==> src/rtl/uart_frame_pkg.sv <==
// Shared types and constants for the UART receive frame sequencer.
package uart_frame_pkg;

  typedef enum logic [2:0] {
    IDLE,
    CMD,
    LEN,
    PAYLOAD,
    CSUM,
    DELIVER
  } frame_state_t;

  localparam logic [1:0] ERR_NONE    = 2'd0;
  localparam logic [1:0] ERR_LEN     = 2'd1;
  localparam logic [1:0] ERR_CSUM    = 2'd2;
  localparam logic [1:0] ERR_TIMEOUT = 2'd3;

  localparam logic [7:0] DEFAULT_SOF = 8'hA5;

endpackage

==> src/rtl/frame_timeout_cnt.sv <==
// Inter-byte idle timer: counts run cycles, clear has priority, expire flags
// the cycle in which the count would reach TIMEOUT_CYC-1.
module frame_timeout_cnt #(
  parameter int unsigned TIMEOUT_CYC = 50000
) (
  input  logic clk,
  input  logic rst,
  input  logic clear,
  input  logic run,
  output logic expire
);

  localparam int unsigned CW    = $clog2(TIMEOUT_CYC + 1);
  localparam int unsigned LIMIT = (TIMEOUT_CYC > 1) ? TIMEOUT_CYC - 2 : 0;

  logic [CW-1:0] cnt;

  always_ff @(posedge clk or posedge rst) begin
    if (rst) begin
      cnt <= '0;
    end else if (clear) begin
      cnt <= '0;
    end else if (run) begin
      cnt <= cnt + 1'b1;
    end
  end

  assign expire = run & ~clear & (cnt == CW'(LIMIT));

endmodule

==> src/rtl/uart_rx_frame_ctrl.sv <==
// UART RX frame sequencer: pops SOF/CMD/LEN/payload/XOR-checksum frames from a
// show-ahead FIFO, writes payload out, and hands checked frames to the consumer.
module uart_rx_frame_ctrl
  import uart_frame_pkg::*;
#(
  parameter logic [7:0]  SOF_BYTE    = DEFAULT_SOF,
  parameter int unsigned MAX_LEN     = 16,
  parameter int unsigned TIMEOUT_CYC = 50000,
  parameter int unsigned AW          = $clog2(MAX_LEN)
) (
  input  logic          ckht,
  input  logic          rst,
  input  logic          en,
  input  logic          rx_empty,
  input  logic [7:0]    rx_data,
  output logic          rx_rd,
  output logic          pl_we,
  output logic [AW-1:0] pl_addr,
  output logic [7:0]    pl_data,
  output logic          frame_valid,
  input  logic          frame_ready,
  output logic [7:0]    frame_cmd,
  output logic [7:0]    frame_len,
  output logic          frame_err,
  output logic [1:0]    err_code,
  output logic [7:0]    drop_cnt
);

  frame_state_t state, state_nx;

  logic [7:0]    csum, csum_nx;
  logic [7:0]    idx, idx_nx;
  logic [7:0]    cmd_nx, len_nx, drop_nx, data_nx;
  logic [AW-1:0] addr_nx;
  logic          we_nx, err_nx;
  logic [1:0]    code_nx;
  logic          pop, in_frame, tmr_clear, tmr_run, expire;

  // Pops are also blocked while rst is held so the FIFO never loses a byte
  // that the reset FSM cannot see.
  assign pop         = en & ~rx_empty & (state != DELIVER) & ~rst;
  assign rx_rd       = pop;
  assign frame_valid = (state == DELIVER);

  assign in_frame  = (state == CMD) || (state == LEN) ||
                     (state == PAYLOAD) || (state == CSUM);
  assign tmr_clear = pop | ~in_frame;
  assign tmr_run   = en & ~pop & in_frame;

  frame_timeout_cnt #(
    .TIMEOUT_CYC(TIMEOUT_CYC)
  ) u_timer (
    .clk   (ckht),
    .rst   (rst),
    .clear (tmr_clear),
    .run   (tmr_run),
    .expire(expire)
  );

  always_ff @(posedge ckht or posedge rst) begin
    if (rst) begin
      state <= IDLE;
    end else begin
      state <= state_nx;
    end
  end

  always_comb begin
    state_nx = state;
    csum_nx  = csum;
    idx_nx   = idx;
    cmd_nx   = frame_cmd;
    len_nx   = frame_len;
    drop_nx  = drop_cnt;
    we_nx    = 1'b0;
    addr_nx  = pl_addr;
    data_nx  = pl_data;
    err_nx   = 1'b0;
    code_nx  = err_code;

    unique case (state)
      IDLE: begin
        if (pop) begin
          if (rx_data == SOF_BYTE) begin
            state_nx = CMD;
          end else if (drop_cnt != 8'hFF) begin
            drop_nx = drop_cnt + 8'd1;
          end
        end
      end
      CMD: begin
        if (pop) begin
          cmd_nx   = rx_data;
          csum_nx  = rx_data;
          state_nx = LEN;
        end
      end
      LEN: begin
        if (pop) begin
          len_nx  = rx_data;
          csum_nx = csum ^ rx_data;
          if (rx_data > 8'(MAX_LEN)) begin
            err_nx   = 1'b1;
            code_nx  = ERR_LEN;
            state_nx = IDLE;
          end else if (rx_data == 8'd0) begin
            state_nx = CSUM;
          end else begin
            idx_nx   = 8'd0;
            state_nx = PAYLOAD;
          end
        end
      end
      PAYLOAD: begin
        if (pop) begin
          csum_nx = csum ^ rx_data;
          idx_nx  = idx + 8'd1;
          we_nx   = 1'b1;
          addr_nx = idx[AW-1:0];
          data_nx = rx_data;
          if (idx == frame_len - 8'd1) begin
            state_nx = CSUM;
          end
        end
      end
      CSUM: begin
        if (pop) begin
          if (rx_data == csum) begin
            state_nx = DELIVER;
          end else begin
            err_nx   = 1'b1;
            code_nx  = ERR_CSUM;
            state_nx = IDLE;
          end
        end
      end
      DELIVER: begin
        if (frame_ready) begin
          state_nx = IDLE;
        end
      end
      default: state_nx = IDLE;
    endcase

    // expire only fires on a no-pop cycle inside a frame, so it never races a byte
    if (expire) begin
      err_nx   = 1'b1;
      code_nx  = ERR_TIMEOUT;
      state_nx = IDLE;
    end
  end

  always_ff @(posedge ckht or posedge rst) begin
    if (rst) begin
      csum      <= '0;
      idx       <= '0;
      frame_cmd <= '0;
      frame_len <= '0;
      drop_cnt  <= '0;
      pl_we     <= 1'b0;
      pl_addr   <= '0;
      pl_data   <= '0;
      frame_err <= 1'b0;
      err_code  <= ERR_NONE;
    end else begin
      csum      <= csum_nx;
      idx       <= idx_nx;
      frame_cmd <= cmd_nx;
      frame_len <= len_nx;
      drop_cnt  <= drop_nx;
      pl_we     <= we_nx;
      pl_addr   <= addr_nx;
      pl_data   <= data_nx;
      frame_err <= err_nx;
      err_code  <= code_nx;
    end
  end

endmodule

==> config.mk <==
export PLATFORM = sky130hd
export DESIGN_NAME = uart_rx_frame_ctrl
export DESIGN_NICKNAME = d
export VERILOG_FILES = /design/src/rtl/uart_frame_pkg.sv /design/src/rtl/frame_timeout_cnt.sv /design/src/rtl/uart_rx_frame_ctrl.sv
export SDC_FILE = /design/constraint.sdc
export NUM_CORES = 1
export LEC_CHECK = 0
export CAP_MARGIN = 10
export CORE_MARGIN = 1
export CORE_UTILIZATION = 52
export CTS_BUF_LIST = sky130_fd_sc_hd__clkbuf_16
export DETAILED_ROUTE_END_ITERATION = 10
export GPL_TIMING_DRIVEN = 0
export PLACE_DENSITY = 0.85
export SYNTH_ARGS = -nofsm -noshare
export SYNTH_HDL_FRONTEND = slang
export SYNTH_SLANG_ARGS = --single-unit
==> constraint.sdc <==
create_clock -name ckht -period 3.9 [get_ports ckht]
set_clock_uncertainty 0.1 [all_clocks]
set_input_delay 0.78 -clock ckht [delete_from_list [all_inputs] [get_ports ckht]]
set_output_delay 0.78 -clock ckht [all_outputs]
set_load 0.02 [all_outputs]
**Nets reached from selected ports**

Drawn at 3 px/um.
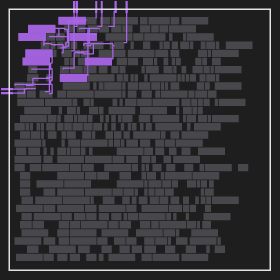
[`drop_cnt`] purple | bits: 8 | direction: output | end cells: 8 | buffers: 8 | wire: 242 um

**Selected gate families**

Drawn at 6 px/um.
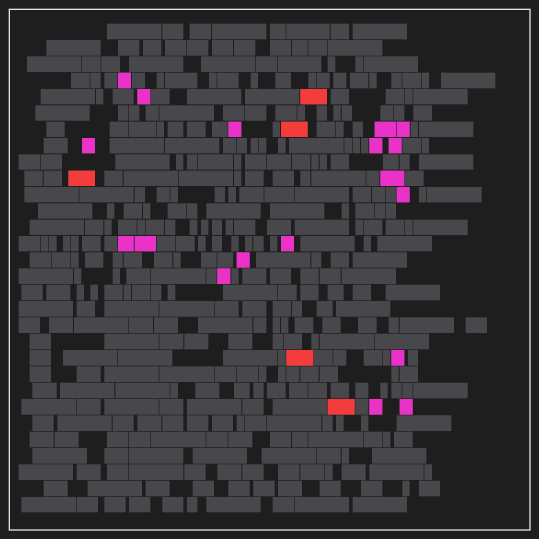
[AND and OR gates] magenta | cells: 18
[adder and majority cells] red | cells: 5

==> run summary <==
EDFF count, synth = 0
Post-layout instance area = 4670 um^2
Placed instance area = 4380 um^2
CTS tree = yes
Warning total across the stage logs = 27
Post-layout net count = 420
Number of non-filler instances in the completed layout = 503
Share of cells above drive strength 1 = 16.2%
Final max-slew violation count = 0
Post-route clock period utilization = 91.1%
Place WS = -0.222 ns
Diodes inserted = 0
Synth cell count leaders = dfrtp_1, nand2_1, mux2_2, nor2_1, xnor2_1
Max frequency = 0.282 GHz
Post-route DRC = 0
Largest cells by area = dfrtp_1, mux2_2, xnor2_1, xor2_1, nand2_1
Final HPWL DP = 5.48 mm
Top-level I/O count = 55
Total CTS buffers = 9
Final core utilization = 68.3%
Worst-path clk slew = 0.06 ns
Synth Instances = 336
Antenna-violating nets left = 0
Maximum VDD drop = 0.478 mV
Largest net degree at the start of global routing = 39
PostCTS Resize Cnt = 0
Logic area = 1750 um^2
Status = finished, final reports clean
Number of cells in Yosys stat = 336
Die footprint = 7490 um^2
H-tree depth = 3
Cell type with the largest total area = dfrtp_1
Floorplan Nets = 354
Number of global-route vias before repair = 2,721
First-pass GRT wire length = 13.3 mm
Filler Cell Count = 534
Clock sink count = 75
Dpl cells = 485
Crit path time final = 3.55 ns
Post-Syn Area = 3720 um^2
Clock root buffer = clkbuf_16
Maximum fanout along the worst path = 10
Max_cap viols = 0
GP Congestion = 0.842
Die width = 86.5 um
CTS Buffer Depth = 2
Via count = 2,715
# hold bufs at CTS = 0
Final Hold Fails = 0
Most frequent cell after synthesis = dfrtp_1
Crit path kind = primary input to output port
Top cell area share = 50.5%
P&R area growth vs syn = 25.6%
Asr flop ratio synth = 100%
Grt total ovfl = 0
Total GRT Usage = 23.2%
Die height = 86.5 um
Final wirelength = 7.88 mm
Initial DRC count = 161
Syn Area/Cell = 11.1 um^2
RSZ-0062 raised after global routing = false
Later-pin clock latency in the skew report = 0.33 ns
Ys flops = 75
Leak Pwr = 2.02 nW
Drt pass-1 iters = 4
Initial antenna violation count = 0
**Drive-strength map**

Drawn at 6 px/um.
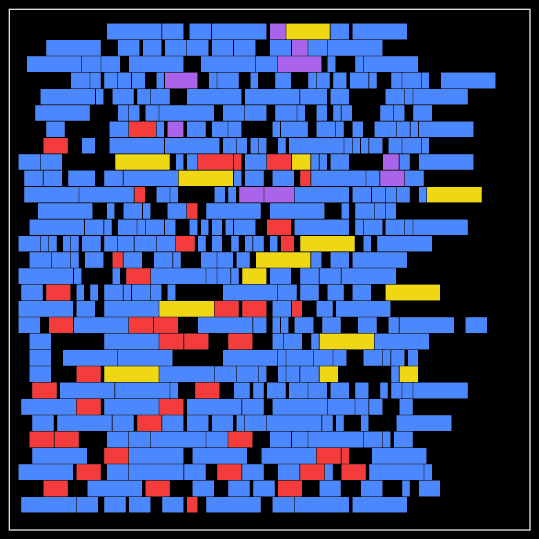
[_2 cells] red | cells: 43
[_0 and _1 cells] blue | cells: 341
[_3 and _4 cells] purple | cells: 9
[_6 and larger] yellow | cells: 14

**Placement view**

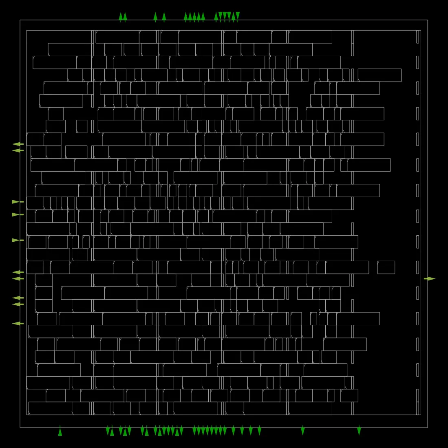
site row count: 30
Core Footprint: 6830 um^2

==> sequential cells by signal (all words and copies together) (netlist names), 2 cells and up <==
signal,flops
drop_cnt,8
state,3
pl_data,8
frame_cmd,8
frame_len,8
err_code,2
idx,8
pl_addr,4
u_timer.cnt,16
csum,8
==> timing repair <==
item,in CTS,in global routing
endpoints found under the hold margin,0,0
cloned,1,1
pin swaps,0,0
endpoints found under the setup margin,1,1
==> placed cells by master, fill, tap and decap left out, types with 3 or more instances in the layout <==
master and instances:
clkbuf_16 9, o21ai_0 5, nand3_1 14, or3_1 4
xor2_1 25, nor2_1 30, mux2_2 30, a21oi_1 6
clkdlybuf4s50_1 52, clkinvlp_4 3, buf_2 3, inv_1 6
nor3_1 4, dfrtp_1 75, nand2_1 33, clkbuf_1 4
and3_1 7, xnor2_1 29, nand4_1 11, ha_1 5
inv_6 3
==> power breakdown <==
part	total [W]	switching [W]	internal (W)
Clock	0.000758	0.000324	0.000433
Combinational	0.00121	0.000616	0.000593
Sequential	0.00114	0.000169	0.000976
==> metal layers <==
layer	track usage (%)	vias to the layer above	wire length, um
met2	40.1	50	4120
met5	0	-	0
met4	8.94	0	131
met3	4.76	13	293
li1	-	1295	-
met1	28.7	1357	3340
==> worst paths after layout <==
path	start	cells past startpoint	to	slack (ns)
worst max-delay path	rst	5	rx_rd	0.35
worst min-delay path	drop_cnt[4]$_DFFE_PP0P_	1	drop_cnt[4]$_DFFE_PP0P_	0.39
worst max register to register	u_timer.cnt[0]$_DFFE_PP0P_	6	err_code[1]$_DFFE_PP0P_	1.61
worst min register to register	drop_cnt[4]$_DFFE_PP0P_	1	drop_cnt[4]$_DFFE_PP0P_	0.39
max in group asynchronous	rst	3	idx[6]$_DFFE_PP0P_	2.16
min in group asynchronous	rst	2	u_timer.cnt[1]$_DFFE_PP0P_	0.82
==> stage by stage <==
step	setup TNS (ns)	total power (W)
final	0	0.00311
after global routing	0	0.00328
after CTS	0	0.00313
after detailed placement	-0.988	0.00236
after global placement	-27.41	0.00230
after floorplan	0	0.00191
==> critical path, stage by stage <==
cell             delay, ns
clkdlybuf4s50_1       0.55
clkinvlp_4            0.28
nand3b_4              0.19
nor2_1                0.22
clkdlybuf4s50_1       0.64
==> layout make-up <==
| cell class | count | share of cell area, % |
|---|---|---|
| Sequential cell | 75 | 40.2 |
| Multi-Input combinational cell | 242 | 37.6 |
| Timing Repair Buffer | 53 | 11.6 |
| Clock buffer | 9 | 4.83 |
| Tap cell | 96 | 2.57 |
| Buffer | 10 | 1.13 |
| Clock inverter | 7 | 1.07 |
| Inverter | 9 | 0.805 |
| Timing Repair inverter | 2 | 0.215 |
==> cell families after synthesis <==
logic type / Yosys count / share of synthesized area, %
buffers and inverters: 19 / 2.32
adders and majority gates: 5 / 1.68
muxes: 33 / 10.0
xor gates and xnor gates: 54 / 12.7
AOI/OAI and AO/OA: 23 / 4.41
DFF: 75 / 50.5
and+or+nand+nor: 127 / 18.3
No activity file was given, so power comes from the tool's default toggle rates.
